**src/rtl/scan_harness.sv**
```systemverilog
// Pin-reduction harness: serial stimulus chain with update register driving a wide DUT,
// and a response chain that reads back either the raw response or a MISR signature.
module scan_harness #(
  parameter int IN_BITS    = 512,
  parameter int OUT_BITS   = 528,
  parameter int LANES      = 1,
  parameter int MISR_WIDTH = 32,
  parameter logic [MISR_WIDTH-1:0] MISR_POLY = MISR_WIDTH'(32'h04C11DB7)
) (
  input  logic                clk,
  input  logic                rst,
  input  logic [LANES-1:0]    si,
  input  logic [1:0]          cmd,
  input  logic                misr_en,
  input  logic                cap_sig,
  input  logic [OUT_BITS-1:0] resp,
  output logic [IN_BITS-1:0]  stim,
  output logic [LANES-1:0]    so,
  output logic                shift_done
);

  localparam int IN_BEATS  = (IN_BITS + LANES - 1) / LANES;
  localparam int IN_PAD    = IN_BEATS * LANES;
  localparam int OUT_BEATS = (OUT_BITS + LANES - 1) / LANES;
  localparam int OUT_PAD   = OUT_BEATS * LANES;
  localparam int MAX_BEATS = (IN_BEATS > OUT_BEATS) ? IN_BEATS : OUT_BEATS;
  localparam int CNT_W     = $clog2(MAX_BEATS + 1);
  localparam int FOLD_N    = (OUT_BITS + MISR_WIDTH - 1) / MISR_WIDTH;
  localparam int FOLD_PAD  = FOLD_N * MISR_WIDTH;
  localparam int EXT_W     = (OUT_PAD > MISR_WIDTH) ? OUT_PAD : MISR_WIDTH;

  localparam logic [1:0] CMD_SHIFT   = 2'b01;
  localparam logic [1:0] CMD_CAPTURE = 2'b10;
  localparam logic [1:0] CMD_UPDATE  = 2'b11;

  logic [IN_PAD-1:0]     sc;
  logic [OUT_PAD-1:0]    rc;
  logic [MISR_WIDTH-1:0] sig;
  logic [CNT_W-1:0]      cnt;
  logic [OUT_PAD-1:0]    cap_data;

  // XOR of all MISR_WIDTH slices of the response, top slice zero-padded.
  function automatic logic [MISR_WIDTH-1:0] fold_resp(input logic [OUT_BITS-1:0] r);
    logic [FOLD_PAD-1:0]   padded;
    logic [MISR_WIDTH-1:0] acc;
    padded = FOLD_PAD'(r);
    acc    = '0;
    for (int i = 0; i < FOLD_N; i++) begin
      acc = acc ^ padded[i*MISR_WIDTH +: MISR_WIDTH];
    end
    return acc;
  endfunction

  function automatic logic [MISR_WIDTH-1:0] misr_step(input logic [MISR_WIDTH-1:0] s,
                                                      input logic [MISR_WIDTH-1:0] f);
    return (s << 1) ^ (s[MISR_WIDTH-1] ? MISR_POLY : '0) ^ f;
  endfunction

  // Signature is zero-extended, or truncated when wider than the readout chain.
  function automatic logic [OUT_PAD-1:0] sig_to_chain(input logic [MISR_WIDTH-1:0] s);
    logic [EXT_W-1:0] wide;
    wide = EXT_W'(s);
    return wide[OUT_PAD-1:0];
  endfunction

  assign cap_data   = cap_sig ? sig_to_chain(sig) : OUT_PAD'(resp);
  assign shift_done = (cnt == CNT_W'(MAX_BEATS));

  always_ff @(posedge clk) begin
    if (rst) begin
      sc   <= '0;
      rc   <= '0;
      stim <= '0;
      so   <= '0;
      sig  <= '0;
      cnt  <= '0;
    end else begin
      if (misr_en) begin
        sig <= misr_step(sig, fold_resp(resp));
      end
      case (cmd)
        CMD_SHIFT: begin
          sc <= (sc << LANES) | IN_PAD'(si);
          so <= rc[OUT_PAD-1 -: LANES];
          rc <= rc << LANES;
          if (!shift_done) begin
            cnt <= cnt + 1'b1;
          end
        end
        CMD_CAPTURE: begin
          rc  <= cap_data;
          cnt <= '0;
        end
        CMD_UPDATE: begin
          stim <= sc[IN_BITS-1:0];
          cnt  <= '0;
        end
        default: ;
      endcase
    end
  end

endmodule
```
**config.mk**
```make
export PLATFORM = sky130hd
export DESIGN_NAME = scan_harness
export DESIGN_NICKNAME = d
export VERILOG_FILES = /design/src/rtl/scan_harness.sv
export SDC_FILE = /design/constraint.sdc
export NUM_CORES = 2
export LEC_CHECK = 0
export ABC_AREA = 1
export CAP_MARGIN = 5
export CORE_ASPECT_RATIO = 0.5
export CORE_MARGIN = 2
export CORE_UTILIZATION = 47
export CTS_BUF_LIST = sky130_fd_sc_hd__clkbuf_8 sky130_fd_sc_hd__clkbuf_16
export DETAILED_ROUTE_END_ITERATION = 6
export GPL_TIMING_DRIVEN = 1
export PLACE_DENSITY = 0.79
export SETUP_SLACK_MARGIN = 0.15
export SYNTH_ARGS = -nofsm -noshare
export SYNTH_HDL_FRONTEND = slang
export SYNTH_SLANG_ARGS = --single-unit
```
**constraint.sdc**
```tcl
create_clock -name clk -period 4.7 [get_ports clk]
set_input_delay 0.705 -clock clk [delete_from_list [all_inputs] [get_ports clk]]
set_output_delay 0.705 -clock clk [all_outputs]
set_load 0.02 [all_outputs]
```
==> changes_impl.md <==
### Implementation results

* EDFF count, synth at 0
* Met1 usage at 37.9%
* Clk sinks at roughly 1600
* XOR-XNOR Cells, Area Fraction at 4.58%
* Top cells, area: dfxtp_1, o21ai_0, nor2_1, a21oi_1, nand2_1
* Clk root buf: clkbuf_16
* Die area at 142000 um2
* Outcome: finished, final reports clean
* Top_reg_cell synth: dfxtp_1
* Final Setup Violations at 0
* CTS tree: yes
* Number of ordinary inverters in the final layout at 294
* Clk buf depth at 4
* M1 WL at 91400 um
* Met3 wire len at 17300 um
* Non-clk bufs at 1116
* # clk buffers at 182
* Worst Setup SP: cnt[0]
* Post-CTS setup buffers at 0
* Final wirelength at 233000 um
* HPWL Detailed at 159000 um
* Clk power at around 12 mW
* Row cnt at around 96
* DRT iter0 DRCs at about 7100
* Synth warn at 0
* Post-synthesis net count at 9477
* CP required at ~4000 ps
* Tap Count at between 1500 and 2000
* Hold WC Path Type: reg2reg
* Top power group: sequential cells
* Sequential share of power at between 40 and 50%
* Synth cell types at 29
* Routed WL per cell at around 20 um
* Final instance area at 81600 um2
* Power Density at between 400 and 500 nW/um2
* Most numerous logic cell after layout: nor2_1
* Slew HR at 10.7%
* Clock Skews at ~40 ps
* Largest area contributor in the netlist: dfxtp_1
* CTS HTree Levels at 4
* Top logic family: AND-OR/OR-AND gates
* Basic Gates by Area at between 10% and 20%
* Top Registers: rc: 528 flops, sc: 512 flops, stim: 512 flops
* Worst hold slack at about 460 ps
* First-pass GRT wire length at between 300000 and 400000 um
* Placed inst area at between 70000 and 80000 um2
* Ao+oa area frac at about a fifth
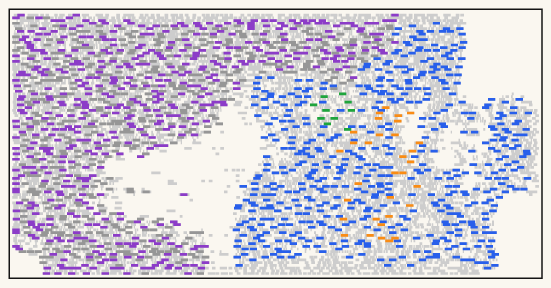
(images/registers.png)
(1 px per um) Other sequential cells in the stronger grey, the rest of the logic in the fainter grey.
cnt -> green  # sequential cells 10
stim -> purple  # sequential cells 512
sig -> orange  # sequential cells 32
rc -> blue  # sequential cells 528
not coloured = 513
Final Util: 59.4%
sequential power: 15.3 mW
register area: 31900 um2
Seq/total area: 39.1%

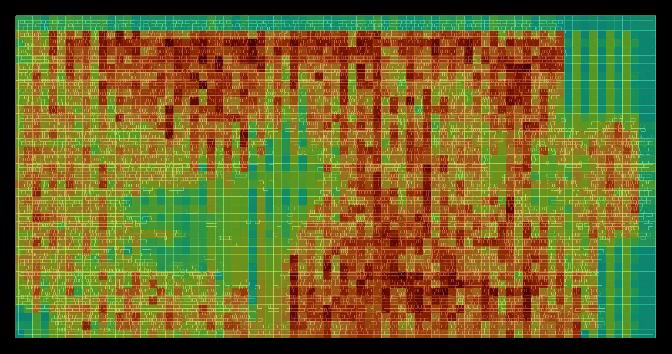
(images/final_congestion.png)
grt met2 use: 47.5%
Top Usage Layer GRT: met2
gr usage total: 31.0%

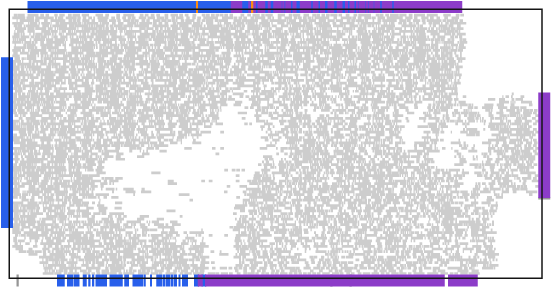
(images/pins.png)
(1 px per um) Pins as bars across the die edge, other pins in grey.
si -> cyan  # pins 1, direction input, edge top
resp -> purple  # pins 528, direction input, edge 292 bottom, 159 top, 77 right
stim -> blue  # pins 512, direction output, edge 307 top, 125 left, 80 bottom
cmd -> orange  # pins 2, direction input, edge top
all pins by edge = 471 top, 375 bottom, 125 left, 78 right
port buffer count: 1048
Die X: 531 um
die height: 268 um

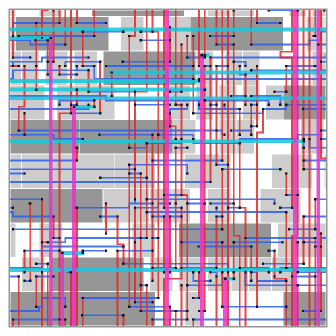
(images/zoom.png)
Window x 253 to 278, y 68 to 93 um. Cells in grey, sequential cells in the stronger grey; small squares are vias.
met3 -> cyan
met1 -> blue
met4 -> magenta
met2 -> red
netlist names of flops here include = rc (10)
cells with their middle in the window = 53
sequential cells in the window = 10
most frequent = nand2_1 (13), a21oi_1 (11), dfxtp_1 (10)

No activity file was given, so power comes from the tool's default toggle rates.
